**src/rtl/seq_pattern_tx.sv**
```systemverilog
// Serial pattern transmitter: sends a latched PAT_W-bit pattern MSB-first, repeat_n times.
// Optional one-cycle gap between repetitions when SEQ_PATTERN_TX_GAP_EN is defined.
module seq_pattern_tx #(
    parameter int unsigned PAT_W = 4,
    parameter int unsigned CNT_W = 8
) (
    input  logic             clk,
    input  logic             rst,
    input  logic             start,
    input  logic [PAT_W-1:0] pattern,
    input  logic [CNT_W-1:0] repeat_n,
    input  logic             abort,
    output logic             ready,
    output logic             x,
    output logic             valid,
    output logic             frame_start,
    output logic             done
);

    localparam int unsigned IDX_W = (PAT_W > 1) ? $clog2(PAT_W) : 1;
    localparam logic [IDX_W-1:0] IDX_MAX = IDX_W'(PAT_W - 1);

`ifdef SEQ_PATTERN_TX_GAP_EN
    typedef enum logic [1:0] {IDLE, SHIFT, GAP, FIN} state_t;
`else
    typedef enum logic [1:0] {IDLE, SHIFT, FIN} state_t;
`endif

    state_t           r_state, w_state_d;
    logic [PAT_W-1:0] r_pat, w_pat_d;
    logic [CNT_W-1:0] r_cnt, w_cnt_d;
    logic [IDX_W-1:0] r_idx, w_idx_d;
    logic [IDX_W-1:0] w_idx_m1;
    logic             r_x, w_x_d;
    logic             r_valid, w_valid_d;
    logic             r_frame_start, w_frame_start_d;
    logic             r_done, w_done_d;
    logic             r_ready, w_ready_d;

    assign w_idx_m1 = r_idx - IDX_W'(1);

    // Outputs are registered, so the next-state logic also computes next-cycle outputs.
    always_comb begin
        w_state_d       = r_state;
        w_pat_d         = r_pat;
        w_cnt_d         = r_cnt;
        w_idx_d         = r_idx;
        w_x_d           = 1'b0;
        w_valid_d       = 1'b0;
        w_frame_start_d = 1'b0;
        w_done_d        = 1'b0;
        w_ready_d       = 1'b0;
        case (r_state)
            IDLE: begin
                w_ready_d = 1'b1;
                if (start) begin
                    w_pat_d   = pattern;
                    w_cnt_d   = repeat_n;
                    w_ready_d = 1'b0;
                    if (repeat_n != '0) begin
                        w_state_d       = SHIFT;
                        w_idx_d         = IDX_MAX;
                        w_x_d           = pattern[PAT_W-1];
                        w_valid_d       = 1'b1;
                        w_frame_start_d = 1'b1;
                    end else begin
                        w_state_d = FIN;
                        w_done_d  = 1'b1;
                    end
                end
            end
            SHIFT: begin
                if (abort) begin
                    w_state_d = FIN;
                    w_done_d  = 1'b1;
                end else if (r_idx == '0) begin
                    w_cnt_d = r_cnt - CNT_W'(1);
                    if (r_cnt == CNT_W'(1)) begin
                        w_state_d = FIN;
                        w_done_d  = 1'b1;
                    end else begin
`ifdef SEQ_PATTERN_TX_GAP_EN
                        w_state_d = GAP;
`else
                        w_idx_d         = IDX_MAX;
                        w_x_d           = r_pat[PAT_W-1];
                        w_valid_d       = 1'b1;
                        w_frame_start_d = 1'b1;
`endif
                    end
                end else begin
                    w_idx_d   = w_idx_m1;
                    w_x_d     = r_pat[w_idx_m1];
                    w_valid_d = 1'b1;
                end
            end
`ifdef SEQ_PATTERN_TX_GAP_EN
            GAP: begin
                if (abort) begin
                    w_state_d = FIN;
                    w_done_d  = 1'b1;
                end else begin
                    w_state_d       = SHIFT;
                    w_idx_d         = IDX_MAX;
                    w_x_d           = r_pat[PAT_W-1];
                    w_valid_d       = 1'b1;
                    w_frame_start_d = 1'b1;
                end
            end
`endif
            FIN: begin
                w_state_d = IDLE;
                w_ready_d = 1'b1;
            end
            default: begin
                w_state_d = IDLE;
                w_ready_d = 1'b1;
            end
        endcase
    end

    always_ff @(posedge clk) begin
        if (rst) begin
            r_state       <= IDLE;
            r_pat         <= '0;
            r_cnt         <= '0;
            r_idx         <= '0;
            r_x           <= 1'b0;
            r_valid       <= 1'b0;
            r_frame_start <= 1'b0;
            r_done        <= 1'b0;
            r_ready       <= 1'b1;
        end else begin
            r_state       <= w_state_d;
            r_pat         <= w_pat_d;
            r_cnt         <= w_cnt_d;
            r_idx         <= w_idx_d;
            r_x           <= w_x_d;
            r_valid       <= w_valid_d;
            r_frame_start <= w_frame_start_d;
            r_done        <= w_done_d;
            r_ready       <= w_ready_d;
        end
    end

    assign ready       = r_ready;
    assign x           = r_x;
    assign valid       = r_valid;
    assign frame_start = r_frame_start;
    assign done        = r_done;

endmodule

```
**config.mk**
```make
export PLATFORM = sky130hd
export DESIGN_NAME = seq_pattern_tx
export DESIGN_NICKNAME = d
export VERILOG_FILES = /design/src/rtl/seq_pattern_tx.sv
export SDC_FILE = /design/constraint.sdc
export NUM_CORES = 1
export LEC_CHECK = 0
export CAP_MARGIN = 30
export CORE_MARGIN = 1.5
export CORE_UTILIZATION = 45
export CTS_CLUSTER_DIAMETER = 150
export DETAILED_ROUTE_END_ITERATION = 8
export PLACE_DENSITY = 0.73
export SETUP_SLACK_MARGIN = 0.15
export SLEW_MARGIN = 20
export SYNTH_ARGS = -nofsm -noshare
export SYNTH_HDL_FRONTEND = slang
export SYNTH_SLANG_ARGS = --single-unit
export TNS_END_PERCENT = 1
```
**constraint.sdc**
```tcl
create_clock -name clk -period 1.27 [get_ports clk]
set_input_delay 0.127 -clock clk [delete_from_list [all_inputs] [get_ports clk]]
set_output_delay 0.127 -clock clk [all_outputs]
set_load 0.005 [all_outputs]
```
**Placement by cell class**

Bar = 20 µm. Fill, decap, tap and diode cells in gray.
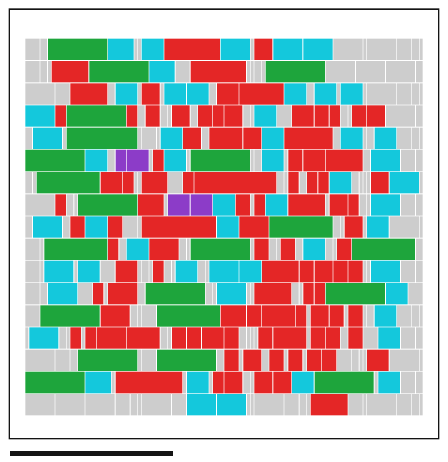
[purple] clock drivers and dummy loads | cells: 4
[cyan] remaining buffers and delay cells | cells: 52
[green] sequential cells | cells: 21
[red] remaining logic cells | cells: 100
# rows: 17
flop share of the area: 0.259

**Placement view**

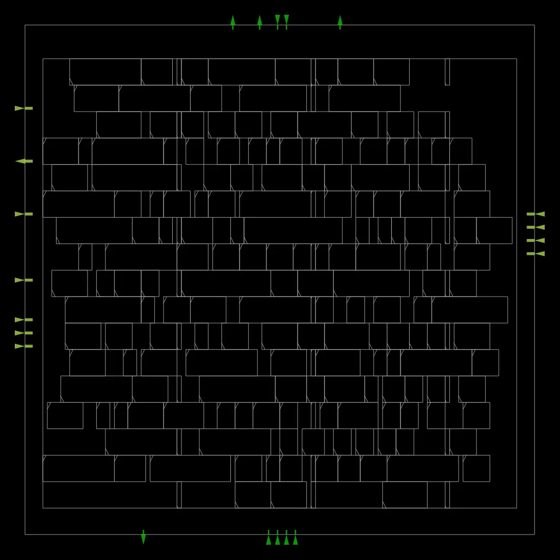
Fill cells: 181
Tapcell Cnt: 28

**Routed metal per tile**

The die is cut into 10 by 10 equal tiles; black is low, pale yellow is high, scaled to the fullest tile. Values are wire area over tile area, all layers added.
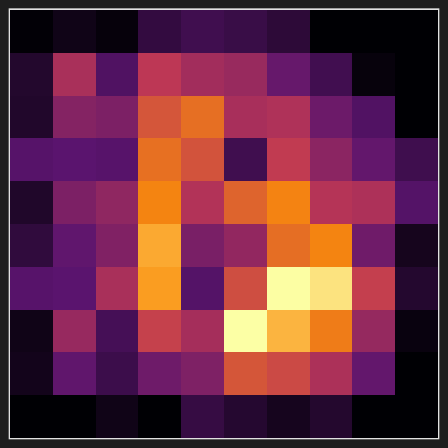
fullest tile: 0.56
emptiest ninth of the die: north-east
nearly empty tiles: 14%
drt wl/cell: 15.1 µm
Total Routing Usage GR: 0.246

**Metal layers overlaid**

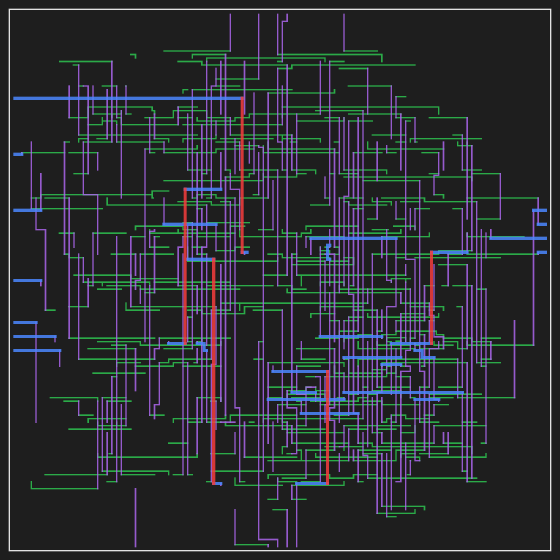
[green] M1 | wire length: 1320 µm
[red] M4 | wire length: 71.4 µm
[purple] M2 | wire length: 1580 µm
[blue] M3 | wire length: 132 µm
via count of the routed design: 1147
drt total wl: 3100 µm

==> flow_summary.yaml <==
# flow metrics
place:
  dp_cells: 197
power_and_ir_drop:
  power_density_nw_per_um2: 1030
  p_leak_nw: 0.658
logic_synthesis:
  yosys_area_um2: 1100
  synthMuxAreaShare: 0.0569
  synth.largest_area_cell: "dfxtp_1"
  synthCells: 126
clocking:
  root_buffer: "clkbuf_4"
  cts_hold_buf: 0
  htree_num_levels: 1
  clock_path_buffers: 2
final_layout:
  sh_comb_area: 0.432
  final_net_count: 197
  final-clk-cell-share: 0.0158
  largest_cell_class: "multi-input combinational cells"
  lay_top_cells: "buf_4, clkdlybuf4s50_1, dfxtp_1, nor2_1, a21oi_1"
critical_path:
  cp-startpoint: "r_cnt[6]"
  r2r_setup_slack_ps: -120
  cp_slowest_stage_delay_ps: 350
  critPathKind: "flop to flop"
  cp-end-kind: "flop"
hold_path:
  min_to: "r_pat[2]"
  holdCritPathClass: "input port to flop"
final_timing:
  hold-worst-slack_ps: 437
  rsz0062_at_grt: "true"
  setup_viol_count_final: 14
  fin_skew_ps: 12.2
  setup_tns_ps: -807
  setup_slack_ps: -117
route:
  drc: 0
  antenna_left: 0
status:
  violations: "setup timing"
  status: "complete, but fails checks"
flow_run:
  max-cap-violations: 0
global_route:
  grt_pass1_wl_um: 4970
report_power, final:
group	switching, W	internal [W]
combinational	0.000291	0.000343
sequential	0.0000450	0.000719
clock	0.000196	0.000122
registers in the layout, indices dropped and copies added, names as in the netlist:
name         cells
x                1
frame_start      1
r_cnt            8
r_pat            4
valid            1
ready            1
done             1
r_idx            2
r_state          2
critical path: cells and delay by family (launching register included):
| kind | cells | cell delay, ps |
|---|---|---|
| compound gates | 1 | 140 |
| buf+inv | 2 | 350 |
| flops | 1 | 350 |
| simple gates | 2 | 450 |
layer usage:
layer | part of all wire | track usage | wire length (µm)
met1 | 0.43 | 0.299 | 1320
met2 | 0.51 | 0.440 | 1580
met3 | 0.042 | 0.0400 | 131
met4 | 0.023 | 0.0726 | 71
met5 | 0 | 0 | 0
